==> images/pins.png <==
Pins as bars across the die edge, other pins in grey.
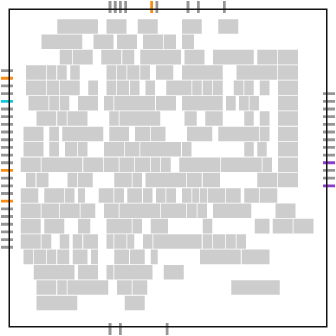
==> images/clock_map.png <==
Scale bar: 20 um.
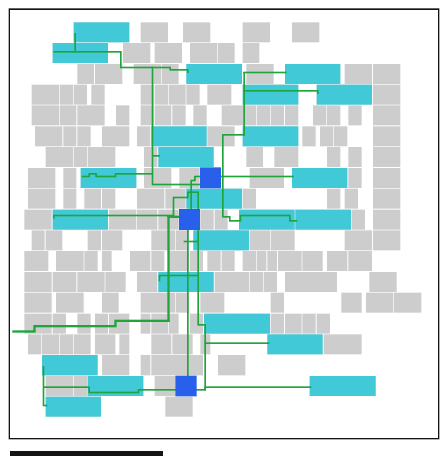
<file path="src/rtl/addsub_sched.sv">
// Round-robin scheduler sharing one external 4-bit add/subtract unit between two requesters.
// Latches the winning request, drives the unit for EXEC_CYCLES cycles, then returns the result.
module addsub_sched #(
  parameter int EXEC_CYCLES = 1
) (
  input  logic       clk,
  input  logic       rst_n,
  input  logic [1:0] req_valid,
  output logic [1:0] req_ready,
  input  logic       req_m0,
  input  logic       req_m1,
  input  logic [3:0] req_a0,
  input  logic [3:0] req_b0,
  input  logic [3:0] req_a1,
  input  logic [3:0] req_b1,
  output logic [1:0] rsp_valid,
  input  logic [1:0] rsp_ready,
  output logic [3:0] rsp_s,
  output logic       rsp_cout,
  output logic       rsp_ovf,
  output logic       busy,
  output logic       au_m,
  output logic [3:0] au_a,
  output logic [3:0] au_b,
  input  logic [3:0] au_s,
  input  logic       au_cout
);

  typedef enum logic [1:0] {IDLE, EXEC, RESP} state_t;

  localparam logic [3:0] LAST = 4'(EXEC_CYCLES - 1);

  state_t     state, state_nxt;
  logic       ptr;
  logic       owner;
  logic [3:0] cnt;
  logic       win;
  logic       grant;
  logic       exec_done;
  logic       rsp_hs;

  // Sign-bit overflow rule; b is inverted for subtract exactly as the unit does internally.
  function automatic logic ovf_of(input logic m, input logic [3:0] a, input logic [3:0] b,
                                  input logic [3:0] s);
    logic [3:0] bx;
    bx = b ^ {4{m}};
    return (a[3] == bx[3]) && (s[3] != a[3]);
  endfunction

  // ptr names the requester favoured when both are valid.
  always_comb begin
    win = 1'b0;
    case (req_valid)
      2'b10:   win = 1'b1;
      2'b11:   win = ptr;
      default: win = 1'b0;
    endcase
  end

  assign grant     = (state == IDLE) && (req_valid != 2'b00);
  assign exec_done = (state == EXEC) && (cnt == LAST);
  assign rsp_hs    = (state == RESP) && rsp_ready[owner];

  always_ff @(posedge clk) begin
    if (!rst_n) state <= IDLE;
    else        state <= state_nxt;
  end

  always_comb begin
    state_nxt = state;
    case (state)
      IDLE:    if (grant)     state_nxt = EXEC;
      EXEC:    if (exec_done) state_nxt = RESP;
      RESP:    if (rsp_hs)    state_nxt = IDLE;
      default: state_nxt = IDLE;
    endcase
  end

  always_comb begin
    req_ready = 2'b00;
    rsp_valid = 2'b00;
    busy      = (state != IDLE);
    if (grant) req_ready[win] = 1'b1;
    if (state == RESP) rsp_valid[owner] = 1'b1;
  end

  // Control: arbitration pointer, owner and settle counter.
  always_ff @(posedge clk) begin
    if (!rst_n) begin
      ptr   <= 1'b0;
      owner <= 1'b0;
      cnt   <= 4'd0;
    end else if (grant) begin
      ptr   <= ~win;
      owner <= win;
      cnt   <= 4'd0;
    end else if ((state == EXEC) && !exec_done) begin
      cnt   <= cnt + 4'd1;
    end
  end

  // Operand latch feeding the unit, and result capture at the end of EXEC.
  always_ff @(posedge clk) begin
    if (!rst_n) begin
      au_m     <= 1'b0;
      au_a     <= 4'd0;
      au_b     <= 4'd0;
      rsp_s    <= 4'd0;
      rsp_cout <= 1'b0;
      rsp_ovf  <= 1'b0;
    end else if (grant) begin
      au_m <= win ? req_m1 : req_m0;
      au_a <= win ? req_a1 : req_a0;
      au_b <= win ? req_b1 : req_b0;
    end else if (exec_done) begin
      rsp_s    <= au_s;
      rsp_cout <= au_cout;
      rsp_ovf  <= ovf_of(au_m, au_a, au_b, au_s);
    end
  end

endmodule

</file>
<file path="config.mk">
export PLATFORM = sky130hd
export DESIGN_NAME = addsub_sched
export DESIGN_NICKNAME = d
export VERILOG_FILES = /design/src/rtl/addsub_sched.sv
export SDC_FILE = /design/constraint.sdc
export NUM_CORES = 1
export LEC_CHECK = 0
export CORE_MARGIN = 1.5
export CORE_UTILIZATION = 42
export DETAILED_ROUTE_END_ITERATION = 8
export PLACE_DENSITY = 0.8
export SETUP_SLACK_MARGIN = 0.05
export SYNTH_ARGS = -nofsm -noshare
export SYNTH_HDL_FRONTEND = slang
export SYNTH_SLANG_ARGS = --single-unit
</file>
<file path="constraint.sdc">
create_clock -name clk -period 2.1 [get_ports clk]
set_clock_uncertainty 0.2 [all_clocks]
set_input_delay 0.315 -clock clk [delete_from_list [all_inputs] [get_ports clk]]
set_output_delay 0.315 -clock clk [all_outputs]
set_load 0.005 [all_outputs]
</file>
==> impl_metrics.tcl <==
# collected from the flow reports
set metrics [dict create \
    outcome "complete, no violations" \
    antenna_cells 0 \
    gpl.final_weighted_congestion 0.851 \
    share_seq_of_total_power_pct 49.3 \
    seq_cell_power_uw 508 \
    setup_viol 0 \
    count_of_flip_flops_with_a_built_in_enable_after_synthesis 0 \
    busiest_layer "met2" \
    sequential_cell_area_um2 468 \
    final_core_util_pct 64.4 \
    intPower_uw 732 \
    timing.critical_path.from "state[1]" \
    power.group.top "registers" \
    p_sw_uw 299 \
    fin_crit_ns 1.99 \
    layout.clock.cell_area_share_pct 1.58 \
    fillers 249 \
    layout.cells.non_filler 221 \
    flops 23 \
    met3_usage_pct 5.35 \
    timing.critical_path.from_type "flip-flop" \
    synth_stat.cells 136 \
    postSynthSeqShare_pct 39.1 \
    synth.most_common_cell "sky130_fd_sc_hd__nand3_1" \
    logic_area_um2 619 \
    synthDominantCellAreaShare_pct 39.1 \
    wp_buf_inv 1 \
]
Notes on pins.png above:
[au_b] orange | pins: 4 | direction: output | edge: 3 left, 1 top
[req_m1] cyan | pins: 1 | direction: input | edge: left
[rsp_ready] purple | pins: 2 | direction: input | edge: right
all pins by edge: 24 left, 13 right, 9 top, 3 bottom
die height: 55.9 um
Port-buffer cells: 48
die width: 55.9 um

Notes on clock_map.png above:
[clock wires] green | length: 290 um
[cells driving clock nets] blue | count: 3
[flip-flops] cyan | count: 23
routed clock nets: 4
Worst-Skew Late Latency: 0.31 ns
clock group share of total power: 20.2%
power drawn by the clock network: 208 uW

-- sequential cells by signal, summed over array words and instances, names as in the netlist --
| name | count |
|---|---|
| rsp_s | 4 |
| rsp_ovf | 1 |
| cnt | 4 |
| owner | 1 |
| ptr | 1 |
| au_a | 4 |
| state | 2 |
| rsp_cout | 1 |
| au_b | 4 |
| au_m | 1 |
-- cell families (layout without fill, tap and decap cells) --
logic type	after synthesis	after routing	synth area share [%]
AND-OR/OR-AND	43	43	20.7
adder cells (fa/ha/maj)	2	2	2.13
buffers and inverters	15	69	8.29
multiplexers	2	2	1.70
XOR/XNOR	2	2	1.49
AND/OR/NAND/NOR	49	49	26.6
flip-flops	23	23	39.1
Power is estimated from default activity; no workload was simulated.
